--- config.mk ---
export PLATFORM = sky130hd
export DESIGN_NAME = aes256_inv_key_scheduler_flat
export DESIGN_NICKNAME = d
export VERILOG_FILES = /design/src/rtl/aes256_inv_key_scheduler_pkg.sv /design/src/rtl/aes256_inv_key_scheduler_if.sv /design/src/rtl/aes256_key_expansion_reverse_step.sv /design/src/rtl/aes_sbox.sv /design/src/rtl/aes256_inv_key_scheduler.sv /design/src/flat_wrapper.sv
export SDC_FILE = /design/constraint.sdc
export NUM_CORES = 2
export LEC_CHECK = 0
export CORE_MARGIN = 5
export CORE_UTILIZATION = 55
export CTS_BUF_LIST = sky130_fd_sc_hd__clkbuf_4
export CTS_CLUSTER_SIZE = 24
export DETAILED_ROUTE_END_ITERATION = 8
export PLACE_DENSITY = 0.74
export RECOVER_POWER = 100
export SYNTH_ARGS = -nofsm -noshare
export SYNTH_HDL_FRONTEND = slang
export SYNTH_HIERARCHICAL = 1
export SYNTH_SLANG_ARGS = --single-unit
--- constraint.sdc ---
create_clock -name clk -period 17 [get_ports clk]
set_input_delay 3.4 -clock clk [delete_from_list [all_inputs] [get_ports clk]]
set_output_delay 3.4 -clock clk [all_outputs]
set_load 0.02 [all_outputs]
--- src/rtl/aes256_inv_key_scheduler_pkg.sv ---
// Shared definitions for the reverse AES-256 key schedule:
// sizes, FSM encoding, round constants and S-box arithmetic.
package aes256_inv_key_scheduler_pkg;

    localparam int AES_256_KEY_LENGTH = 256;
    localparam int AES_BLOCK_SIZE = 128;
    localparam int AES_WORD_SIZE = 32;
    localparam int AES_256_ROUND_KEYS = 15;
    localparam int AES_256_NUMBER_OF_ROUNDS = AES_256_ROUND_KEYS - 1;
    localparam int AES_ROUND_W = $clog2(AES_256_ROUND_KEYS);

    localparam logic [7:0] AES_RCON_01 = 8'h01;
    localparam logic [7:0] AES_RCON_02 = 8'h02;
    localparam logic [7:0] AES_RCON_03 = 8'h04;
    localparam logic [7:0] AES_RCON_04 = 8'h08;
    localparam logic [7:0] AES_RCON_05 = 8'h10;
    localparam logic [7:0] AES_RCON_06 = 8'h20;
    localparam logic [7:0] AES_RCON_07 = 8'h40;

    typedef enum logic [0:0] {IDLE, STREAM} aes_inv_ks_state_t;

    typedef logic [AES_WORD_SIZE-1:0] aes_word_t;
    typedef logic [AES_BLOCK_SIZE-1:0] aes_block_t;
    typedef logic [AES_ROUND_W-1:0] aes_round_t;

    function automatic logic [7:0] aes_rcon(input logic [2:0] idx);
        logic [7:0] rc;
        unique case (idx)
            3'd1: rc = AES_RCON_01;
            3'd2: rc = AES_RCON_02;
            3'd3: rc = AES_RCON_03;
            3'd4: rc = AES_RCON_04;
            3'd5: rc = AES_RCON_05;
            3'd6: rc = AES_RCON_06;
            3'd7: rc = AES_RCON_07;
            default: rc = 8'h00;
        endcase
        return rc;
    endfunction

    function automatic logic [7:0] gf_xtime(input logic [7:0] a);
        return {a[6:0], 1'b0} ^ (a[7] ? 8'h1b : 8'h00);
    endfunction

    function automatic logic [7:0] gf_mul(input logic [7:0] a, input logic [7:0] b);
        logic [7:0] p;
        logic [7:0] x;
        p = 8'h00;
        x = a;
        for (int i = 0; i < 8; i++) begin
            if (b[i]) p ^= x;
            x = gf_xtime(x);
        end
        return p;
    endfunction

    // Inverse as x^254 (zero maps to zero), then the FIPS-197 affine map.
    function automatic logic [7:0] aes_sbox_calc(input logic [7:0] x);
        logic [7:0] s;
        logic [7:0] inv;
        s = x;
        inv = 8'h01;
        for (int i = 1; i < 8; i++) begin
            s = gf_mul(s, s);
            inv = gf_mul(inv, s);
        end
        return inv ^ {inv[6:0], inv[7]} ^ {inv[5:0], inv[7:6]}
                   ^ {inv[4:0], inv[7:5]} ^ {inv[3:0], inv[7:4]} ^ 8'h63;
    endfunction

endpackage

--- src/rtl/aes256_inv_key_scheduler_if.sv ---
// Load and stream handshakes of the reverse key scheduler.
interface aes256_inv_key_scheduler_if;
    import aes256_inv_key_scheduler_pkg::*;

    logic in_valid;
    logic in_ready;
    logic [AES_256_KEY_LENGTH-1:0] last_key;
    logic out_valid;
    logic out_ready;
    aes_block_t out_key;
    aes_round_t out_round;
    logic out_last;

    modport slave (
        input in_valid, last_key, out_ready,
        output in_ready, out_valid, out_key, out_round, out_last
    );

    modport master (
        output in_valid, last_key, out_ready,
        input in_ready, out_valid, out_key, out_round, out_last
    );

endinterface

--- src/rtl/aes256_key_expansion_reverse_step.sv ---
// One inverse AES-256 expansion step: K[r-2] from K[r] and K[r-1].
module aes256_key_expansion_reverse_step
    import aes256_inv_key_scheduler_pkg::*;
(
    input  aes_round_t round_number,
    input  aes_block_t hi_key,
    input  aes_block_t lo_key,
    output aes_block_t prev_key
);

    aes_word_t a0, a1, a2, a3;
    aes_word_t b3;
    aes_word_t sub_in;
    aes_word_t sub_out;
    aes_word_t f;

    assign a0 = hi_key[127:96];
    assign a1 = hi_key[95:64];
    assign a2 = hi_key[63:32];
    assign a3 = hi_key[31:0];
    assign b3 = lo_key[31:0];

    // Even rounds see RotWord+Rcon, odd rounds plain SubWord.
    assign sub_in = round_number[0] ? b3 : {b3[23:0], b3[31:24]};

    for (genvar i = 0; i < 4; i++) begin : g_sbox
        aes_sbox u_sbox (
            .in_byte (sub_in[8*i +: 8]),
            .out_byte(sub_out[8*i +: 8])
        );
    end

    assign f = sub_out ^ (round_number[0] ? 32'h0
                          : {aes_rcon(round_number[3:1]), 24'h0});

    assign prev_key = {a0 ^ f, a1 ^ a0, a2 ^ a1, a3 ^ a2};

endmodule

--- src/rtl/aes_sbox.sv ---
// Forward AES S-box, single byte, purely combinational.
module aes_sbox
    import aes256_inv_key_scheduler_pkg::*;
(
    input  logic [7:0] in_byte,
    output logic [7:0] out_byte
);

    assign out_byte = aes_sbox_calc(in_byte);

endmodule

--- src/rtl/aes256_inv_key_scheduler.sv ---
// Streams AES-256 round keys 14..0 from the last two round keys,
// rebuilding each earlier key on the fly.
module aes256_inv_key_scheduler
    import aes256_inv_key_scheduler_pkg::*;
(
    input logic clk,
    input logic rst_n,
    aes256_inv_key_scheduler_if.slave bus
);

    localparam logic [0:0] ST_IDLE = IDLE;
    localparam logic [0:0] ST_STREAM = STREAM;

    logic [0:0] state;
    aes_block_t hi;
    aes_block_t lo;
    aes_block_t prev;
    aes_round_t round;

    aes256_key_expansion_reverse_step u_step (
        .round_number(round),
        .hi_key      (hi),
        .lo_key      (lo),
        .prev_key    (prev)
    );

    always_ff @(posedge clk) begin
        if (!rst_n) begin
            state <= ST_IDLE;
            hi    <= '0;
            lo    <= '0;
            round <= '0;
        end else if (state == ST_IDLE) begin
            if (bus.in_valid) begin
                hi    <= bus.last_key[AES_BLOCK_SIZE-1:0];
                lo    <= bus.last_key[AES_256_KEY_LENGTH-1:AES_BLOCK_SIZE];
                round <= AES_ROUND_W'(AES_256_NUMBER_OF_ROUNDS);
                state <= ST_STREAM;
            end
        end else if (bus.out_ready) begin
            // lo takes a don't-care step below round 2; it is never shown.
            hi <= lo;
            lo <= prev;
            if (round == '0) state <= ST_IDLE;
            else round <= round - 1'b1;
        end
    end

    assign bus.in_ready  = state == ST_IDLE;
    assign bus.out_valid = state == ST_STREAM;
    assign bus.out_key   = hi;
    assign bus.out_round = round;
    assign bus.out_last  = (round == '0) && (state == ST_STREAM);

endmodule

--- src/flat_wrapper.sv ---
// flat-port wrapper written by rule: the top's interface ports become plain ports
module aes256_inv_key_scheduler_flat import aes256_inv_key_scheduler_pkg::*;
  (clk, rst_n, bus_in_valid, bus_last_key, bus_out_ready, bus_in_ready, bus_out_valid, bus_out_key, bus_out_round, bus_out_last);
  aes256_inv_key_scheduler_if bus_i ();
  input logic clk;
  input logic rst_n;
  input wire logic [$bits(bus_i.in_valid)-1:0] bus_in_valid;
  input wire logic [$bits(bus_i.last_key)-1:0] bus_last_key;
  input wire logic [$bits(bus_i.out_ready)-1:0] bus_out_ready;
  output wire logic [$bits(bus_i.in_ready)-1:0] bus_in_ready;
  output wire logic [$bits(bus_i.out_valid)-1:0] bus_out_valid;
  output wire logic [$bits(bus_i.out_key)-1:0] bus_out_key;
  output wire logic [$bits(bus_i.out_round)-1:0] bus_out_round;
  output wire logic [$bits(bus_i.out_last)-1:0] bus_out_last;
  assign bus_i.in_valid = bus_in_valid;
  assign bus_i.last_key = bus_last_key;
  assign bus_i.out_ready = bus_out_ready;
  assign bus_in_ready = bus_i.in_ready;
  assign bus_out_valid = bus_i.out_valid;
  assign bus_out_key = bus_i.out_key;
  assign bus_out_round = bus_i.out_round;
  assign bus_out_last = bus_i.out_last;
  aes256_inv_key_scheduler u_core (.clk(clk), .rst_n(rst_n), .bus(bus_i));
endmodule
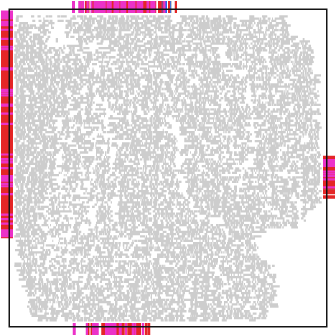
(pin map)
Pins as bars across the die edge, other pins in gray.
Blue shows `bus_out_round`, pins 4, direction output, edge north. Red shows `bus_last_key`, pins 256, direction input, edge 155 west, 44 north, 32 south, 25 east. Green shows `bus_out_valid`, pins 1, direction output, edge north. Magenta shows `bus_out_key`, pins 128, direction output, edge 51 north, 43 west, 25 south, 9 east.
All pins by edge: 200 west, 103 north, 57 south, 35 east.

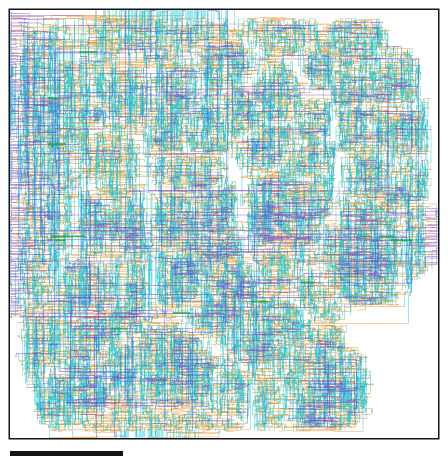
(metal layers overlaid)
Scale bar: 100 um.
Green shows metal 5, wire length 161 um. Purple shows metal 3, wire length 23.6 mm. Blue shows metal 4, wire length 9,380 um. Orange shows metal 1, wire length 104 mm. Cyan shows metal 2, wire length 113 mm.

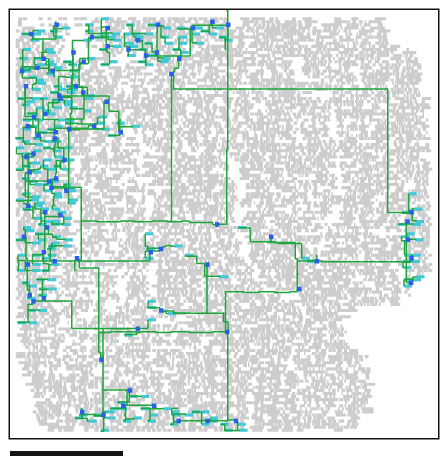
(clock distribution)
Scale bar: 100 um.
Green shows clock wires, length 5,750 um. Cyan shows flip-flops, count 261. Blue shows clock drivers, count 80.
There are 81 routed clock nets.
clk_skew: 0.182 ns
latest clock arrival within the worst-skew pair: 1.14 ns

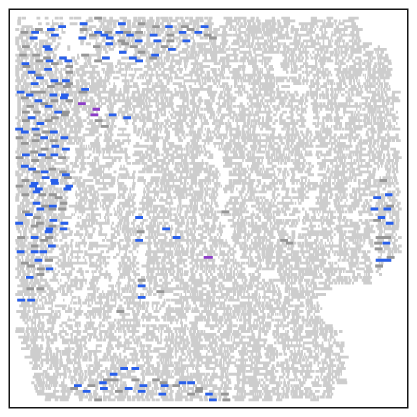
(sequential cells colored by netlist name)
Other sequential cells in the stronger gray, the rest of the logic in the fainter gray.
Blue shows `u_core/bus.out_key`, flops 128. Purple shows `u_core/bus.out_round`, flops 4, where north-west.
sequential cell area: 5230 um^2
flop share of the area: 0.0632
fin util: 0.611

-- sequential cells by signal (all words and copies together), names as in the netlist --
signal,flops
u_core/lo,128
u_core/bus.out_round,4
u_core/bus.out_valid,1
u_core/bus.out_key,128
-- worst max-delay path, delay by kind of cell, from the launching register on --
family | cells | cell delay [ns]
buffers and inverters | 2 | 0.50
flip-flops | 1 | 0.53
AND-OR/OR-AND | 17 | 4.92
XOR/XNOR | 17 | 5.39
multiplexers | 6 | 1.58
AND/OR/NAND/NOR | 10 | 2.39
adder cells (fa/ha/maj) | 2 | 0.82
==> flow_summary.toml <==
# yosys + openroad results
[critical_path]
rr_startpoint = "u_core/bus.out_round[0]"
cp_slowest_cell = "xor2_1"
reg2reg_slack_ns = 0.70
start_kind = "register"
rr_endpoint = "u_core/lo[121]"
cpMostUsedCell = "xnor3_1"
path_max_fanout = 17
critPathCaptureType = "register"

[place]
dp_cells = 11000
placed_area_um2 = 81000

[final_layout]
final.fill_count = 12000
comb_area_share = 0.807
clkbuf_count = 108
largest_cell_class = "combinational gates"
diodes = 13
layout_top_cell = "xnor2_1"
fin_cells = 11200
nFlopsAndLatches = 261
nNetsFinal = 9661
final-clk-cell-share = 0.0116

[die]
core_util_floorplan = 0.553
rows = 135
die-area_um2 = 144000

[timing]
slew_violations = 240
fin_crit_ns = 16.30
worst_slew_pin_slew_ns = 4.37
min_period_over_period = 0.959
timing.fmax_mhz = 61.3
final_hold_viol_count = 0
worst_slack_ns = 0.700

[clock_tree]
cts_setup_buffers = 0
cts-root-buf = "clkbuf_4"
ctsHtreeMaxLevel = 3
cts.sinks = 261

[route]
final_antenna_net_count = 0
wire_per_inst_um = 22.3
drc_errors = 0
routed.top_layer = "met5"
routed_wl_um = 250000
met2_wirelength_um = 113000
drt_iter0_drc = 7748
wl_met1_um = 104000

[run_status]
status = "complete, but fails checks"
violations = "max-capacitance violations, max-slew violations"

[synthesis]
syn_avg_cell_area_um2 = 8.21
yosysUniqueCellTypes = 119
edf_count = 0
yosys-mux-area-fraction = 0.0806
ys_ff = 261
yosysCellCount = 9117
syn_inst = 9117
synth-simple-area-share = 0.189
ys_sh_aoi = 0.173
floorplan.nets = 9407
yosys-top-cells-count = "1,405 x xnor2_1, 1,080 x nor2_1, 1,053 x nand2_1, 489 x mux2i_1, 478 x xor2_1"
synthXorXnorAreaFrac = 0.431

[run]
drv_cap = 3

[hold_path]
hp-class = "reg -> reg"
whs_endpoint = "u_core/lo[75]"
